File: config.mk
export PLATFORM = sky130hd
export DESIGN_NAME = fetch_ctrl
export DESIGN_NICKNAME = d
export VERILOG_FILES = /design/src/rtl/fetch_ctrl.sv
export SDC_FILE = /design/constraint.sdc
export NUM_CORES = 1
export LEC_CHECK = 0
export ABC_AREA = 1
export CAP_MARGIN = 10
export CELL_PAD_IN_SITES_DETAIL_PLACEMENT = 1
export CELL_PAD_IN_SITES_GLOBAL_PLACEMENT = 1
export CORE_MARGIN = 1.5
export CORE_UTILIZATION = 23
export CTS_BUF_LIST = sky130_fd_sc_hd__clkbuf_8 sky130_fd_sc_hd__clkbuf_16
export DETAILED_ROUTE_END_ITERATION = 10
export PLACE_DENSITY_LB_ADDON = 0.1
export SYNTH_ARGS = -nofsm -noshare
export SYNTH_HDL_FRONTEND = slang
export SYNTH_SLANG_ARGS = --single-unit
File: constraint.sdc
create_clock -name clk -period 1.91 [get_ports clk]
set_input_delay 0.382 -clock clk [delete_from_list [all_inputs] [get_ports clk]]
set_output_delay 0.382 -clock clk [all_outputs]
set_load 0.05 [all_outputs]
File: src/rtl/fetch_ctrl.sv
// fetch_ctrl: instruction fetch/decode sequencer driving the pc block's control strobes.
module fetch_ctrl #(
  parameter int TIMEOUT = 16
) (
  input  logic        clk,
  input  logic        rst,
  input  logic [15:0] pc,
  output logic        imem_req,
  output logic [15:0] imem_addr,
  input  logic        imem_ack,
  input  logic [15:0] imem_data,
  input  logic [4:0]  flags,
  output logic [15:0] ir,
  output logic [3:0]  rtgt_sel,
  input  logic [15:0] rtgt_data,
  output logic        ex_start,
  input  logic        ex_done,
  output logic        link_we,
  output logic [3:0]  link_sel,
  output logic        ra_buf,
  output logic        branch,
  output logic        jump,
  output logic        pcEn,
  output logic [7:0]  disp,
  output logic [15:0] dSrc,
  output logic        fault
);
  localparam int TW = $clog2(TIMEOUT);
  localparam logic [TW-1:0] TLAST = TW'(TIMEOUT - 1);
  typedef enum logic [2:0] {FETCH, DECODE, EXEC, LINK, UPDATE, FAULT} state_t;
  state_t st;
  logic [15:0] ir_q;
  logic [TW-1:0] tcnt;
  logic take, started, is_b, is_j, is_jal;
  // Odd condition codes are the complement of the even code below them.
  function automatic logic cond_met(input logic [3:0] cc, input logic [4:0] f);
    logic [7:0] tbl;
    tbl = {1'b1, ~f[0] & ~f[1], ~f[3] & ~f[1], f[2], f[0], f[3], f[4], f[1]};
    return tbl[cc[3:1]] ^ cc[0];
  endfunction
  assign is_b   = ir_q[15:12] == 4'b1100;
  assign is_j   = ir_q[15:12] == 4'b0100 && ir_q[7:4] == 4'b1100;
  assign is_jal = ir_q[15:12] == 4'b0100 && ir_q[7:4] == 4'b1000;
  always_ff @(posedge clk) begin
    if (!rst) begin
      st      <= FETCH;
      ir_q    <= '0;
      take    <= 1'b0;
      tcnt    <= '0;
      started <= 1'b0;
    end else begin
      started <= st == EXEC;
      case (st)
        FETCH:
          if (imem_ack) begin
            ir_q <= imem_data;
            tcnt <= '0;
            st   <= DECODE;
          end else if (tcnt == TLAST) st <= FAULT;
          else tcnt <= tcnt + 1'b1;
        DECODE: begin
          take <= is_jal | cond_met(ir_q[11:8], flags);
          st   <= (is_b | is_j) ? UPDATE : is_jal ? LINK : EXEC;
        end
        EXEC:
          if (ex_done) begin
            take <= 1'b0;
            st   <= UPDATE;
          end
        LINK:    st <= UPDATE;
        UPDATE:  st <= FETCH;
        default: st <= FAULT;
      endcase
    end
  end
  // Outputs decode the current state and are all held at zero while reset is asserted.
  assign imem_req  = rst && st == FETCH;
  assign imem_addr = imem_req ? pc : '0;
  assign ir        = rst ? ir_q : '0;
  assign rtgt_sel  = ir[3:0];
  assign link_sel  = ir[11:8];
  assign disp      = ir[7:0];
  assign dSrc      = rst ? rtgt_data : '0;
  assign ex_start  = rst && st == EXEC && !started;
  assign link_we   = rst && st == LINK;
  assign ra_buf    = link_we;
  assign pcEn      = rst && st == UPDATE;
  assign branch    = pcEn && take && is_b;
  assign jump      = pcEn && take && (is_j || is_jal);
  assign fault     = rst && st == FAULT;
endmodule

Fig. 1: run 1, the metal 2 layer
Bar = 20 microns.
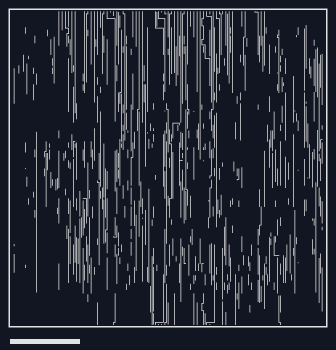
The longest straight run is 45.9 microns. The layer holds 54% of the routed length.

Fig. 2: run 1, PDN straps and rails
Pins as bars on the die edge. Tap cells in grey.
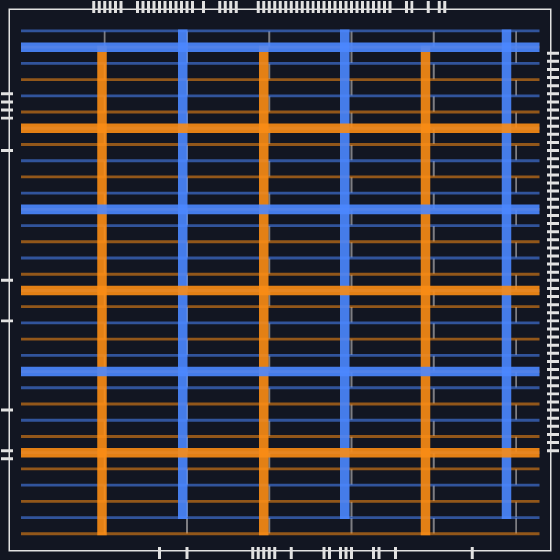
Orange marks VSS. Blue marks VDD.
The core has 31 rows. 32 met1 rails follow the rows. 129 signal pins sit on the boundary. 6 straps on met5.

Fig. 3: run 1, cell outlines without signal wires
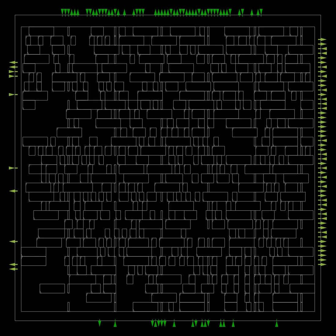
sequential share of cell area: 0.127
final std cells w/o fill: 513
final standard cell utilization of the core: 0.541
flip-flop and latch count: 25

==> run notes, run 1 <==
Observations from the implementation run.

Outcome:
- The run finished with clean final reports.

Synthesis:
- The run puts the total number of yosys warnings at 0.
- The main area contributors are sky130_fd_sc_hd__dfxtp_1, sky130_fd_sc_hd__nand2_1, sky130_fd_sc_hd__inv_1.
- The run gives the share of synthesized cell area in and-or and or-and compound cells as 0.109.
- Post-synth the commonest register cell is sky130_fd_sc_hd__dfxtp_1.
- After synthesis, the most frequently instantiated cells are sky130_fd_sc_hd__nand2_1, sky130_fd_sc_hd__inv_1, sky130_fd_sc_hd__nor2_1.

Power and ir drop:
- The run gives the power density relative to cell area as 1080 mW/mm^2.
- The design draws 4.27 mW.
- The run puts the sequential cell fraction of total power at 0.189.
- The run puts the sequential power at 0.808 mW.
- The share of total power dissipated in combinational logic is 0.733.

Finish:
- Per the cell usage report, the commonest logic cells after layout are sky130_fd_sc_hd__buf_12, sky130_fd_sc_hd__nand2_1, sky130_fd_sc_hd__inv_1, sky130_fd_sc_hd__clkdlybuf4s50_1, sky130_fd_sc_hd__a21oi_1.
- The run gives the final instance area as between 0.003 and 0.004 sq mm.
- Counting the clock-network buffers in the layout gives 3.
- For this run, combinational gates with multiple inputs come to 173.
- By area, the class that comes first in the final layout consists of non-clock buffers.

Placement:
- The run puts the count of input and output buffers at 128.
- The final weighted congestion recorded by global placement is 0.784.

Detailed routing:
- The run gives the total DRC errors in the routed layout as 0.
- The run puts the detailed router's first-iteration violation count at 52.
- The count of nets left with antenna violations once routing finished came out at 0.
- Routed signal wires occupy layers up through met4.
- For this block, the via count after detailed routing is 2191.
- Wire segments on met3 add up to 407 microns in the final route.

Clocking:
- The run gives the deepest clock path buffer count as 2.
- The run puts the count of cells resized by post-cts repair at 19.
- The run puts the number of H-tree levels at 1.
- Buffers added to address setup during post-CTS repair amount to 2.
- The run gives the total clock sinks as 25.

Worst setup path:
- The timing report attributes the biggest portion of critical-path delay to simple AND/OR/NAND/NOR gates.
- The worst setup path is launched from a register.
- The run gives the destination of the worst register-to-register timing path as ir_q[9].
- The run puts the total stage count of the critical path at 8.

Global routing:
- The run gives the overall global routing resource usage as 0.171.

Floorplan:
- The run puts the die width at 90.6 microns.

Worst hold path:
- The worst hold path belongs to the class primary input to register.
--- run 2 (diff from run 1) ---
--- a/config.mk
+++ b/config.mk
@@ -9,6 +9,7 @@
 export CAP_MARGIN = 10
 export CELL_PAD_IN_SITES_DETAIL_PLACEMENT = 1
 export CELL_PAD_IN_SITES_GLOBAL_PLACEMENT = 1
+export CORE_ASPECT_RATIO = 1.5
 export CORE_MARGIN = 1.5
 export CORE_UTILIZATION = 23
 export CTS_BUF_LIST = sky130_fd_sc_hd__clkbuf_8 sky130_fd_sc_hd__clkbuf_16
Fig. 4: run 2, cell outlines without signal wires
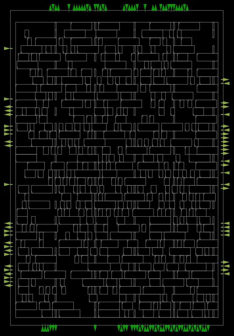
sequential share of cell area: 0.125
well-tap cell count: 100

==> run 2 against run 1 <==
Via count is 2.2% higher. Global-route usage is 0.37 points lower. Sequential share of layout area is 0.26 points lower. Largest power group unchanged.
==> run notes, run 2 <==
Observations from the implementation run.

Global routing:
- The run gives the overall global routing resource usage as 0.167.

Finish:
- The number of sequential cells reported for the layout is 25.
- ir_q holds more flip-flops than any other register.
- The run puts the final core area utilization at 0.553.
- The most common logic cells in the final layout are sky130_fd_sc_hd__buf_12, sky130_fd_sc_hd__nand2_1, sky130_fd_sc_hd__inv_1, sky130_fd_sc_hd__clkdlybuf4s50_1, sky130_fd_sc_hd__a21oi_1.
- In the final layout, the clock buffer count is 3.
- The run gives the post-route non-filler standard cell count as 516.
- The run puts the number of combinational gates with multiple inputs at approximately 170.
- The run gives the biggest area consumer among cell classes as non-clock buffers.
- For the completed layout, the total cell area is recorded as 0.00405 sq mm.

Synthesis:
- Yosys attributes the largest share of cell area to sky130_fd_sc_hd__dfxtp_1, sky130_fd_sc_hd__nand2_1, sky130_fd_sc_hd__inv_1.
- Among all flip-flop cells after synthesis, the most frequent one is sky130_fd_sc_hd__dfxtp_1.
- Yosys printed 0 warnings.
- The commonest cells after synthesis are sky130_fd_sc_hd__nand2_1, sky130_fd_sc_hd__inv_1, sky130_fd_sc_hd__nor2_1.

Power and ir drop:
- The run puts the sequential power at around 0.8 mW.
- The run gives the power density relative to cell area as 1090 mW/mm^2.
- The run puts the total power after layout at 4.42 mW.
- The share of total power dissipated in sequential elements is 0.184.

Worst setup path:
- The run gives the nature of the critical path startpoint as a register.
- Per the timing report, the most critical flop-to-flop path finishes at ir_q[6].
- The run puts the total stage count of the critical path at 8.
- Grouping stages by cell kind, the critical path spends the most delay in simple AND/OR/NAND/NOR gates.

Clocking:
- The run gives the total clock sinks as 25.
- The run gives the count of cells resized by post-cts repair as 21.
- The run puts the number of H-tree levels at 1.
- The run puts the deepest clock path buffer count at 2.

Worst hold path:
- The most critical min-delay path falls under register to register.

Placement:
- The run puts the last weighted congestion value of the routability-driven placer at 0.866.
- The run puts the count of input and output buffers at 128.

Detailed routing:
- The final route contains roughly 2200 vias.
- The run puts the number of nets with antenna violations after routing at 0.
- The run puts the wire length on met3 at between 200 and 250 microns.
- The run gives the top metal layer carrying routed signals as met4.
- The first routing iteration left 47 violations.

Floorplan:
- From left edge to right edge, the die measures 74.5 microns.

Outcome:
- The flow ran to the end, and the final reports show no timing, DRC or antenna violations.
Fig. 5: run 2, clock distribution
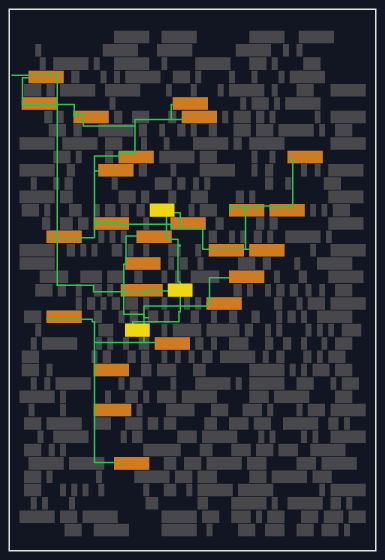
Green marks clock wires, length 398 microns. Yellow marks clock-net drivers, count 3. Orange marks flip-flops, count 25.
There are 4 routed clock nets.

Power figures rest on the tool's default switching activity, not on a simulated workload.
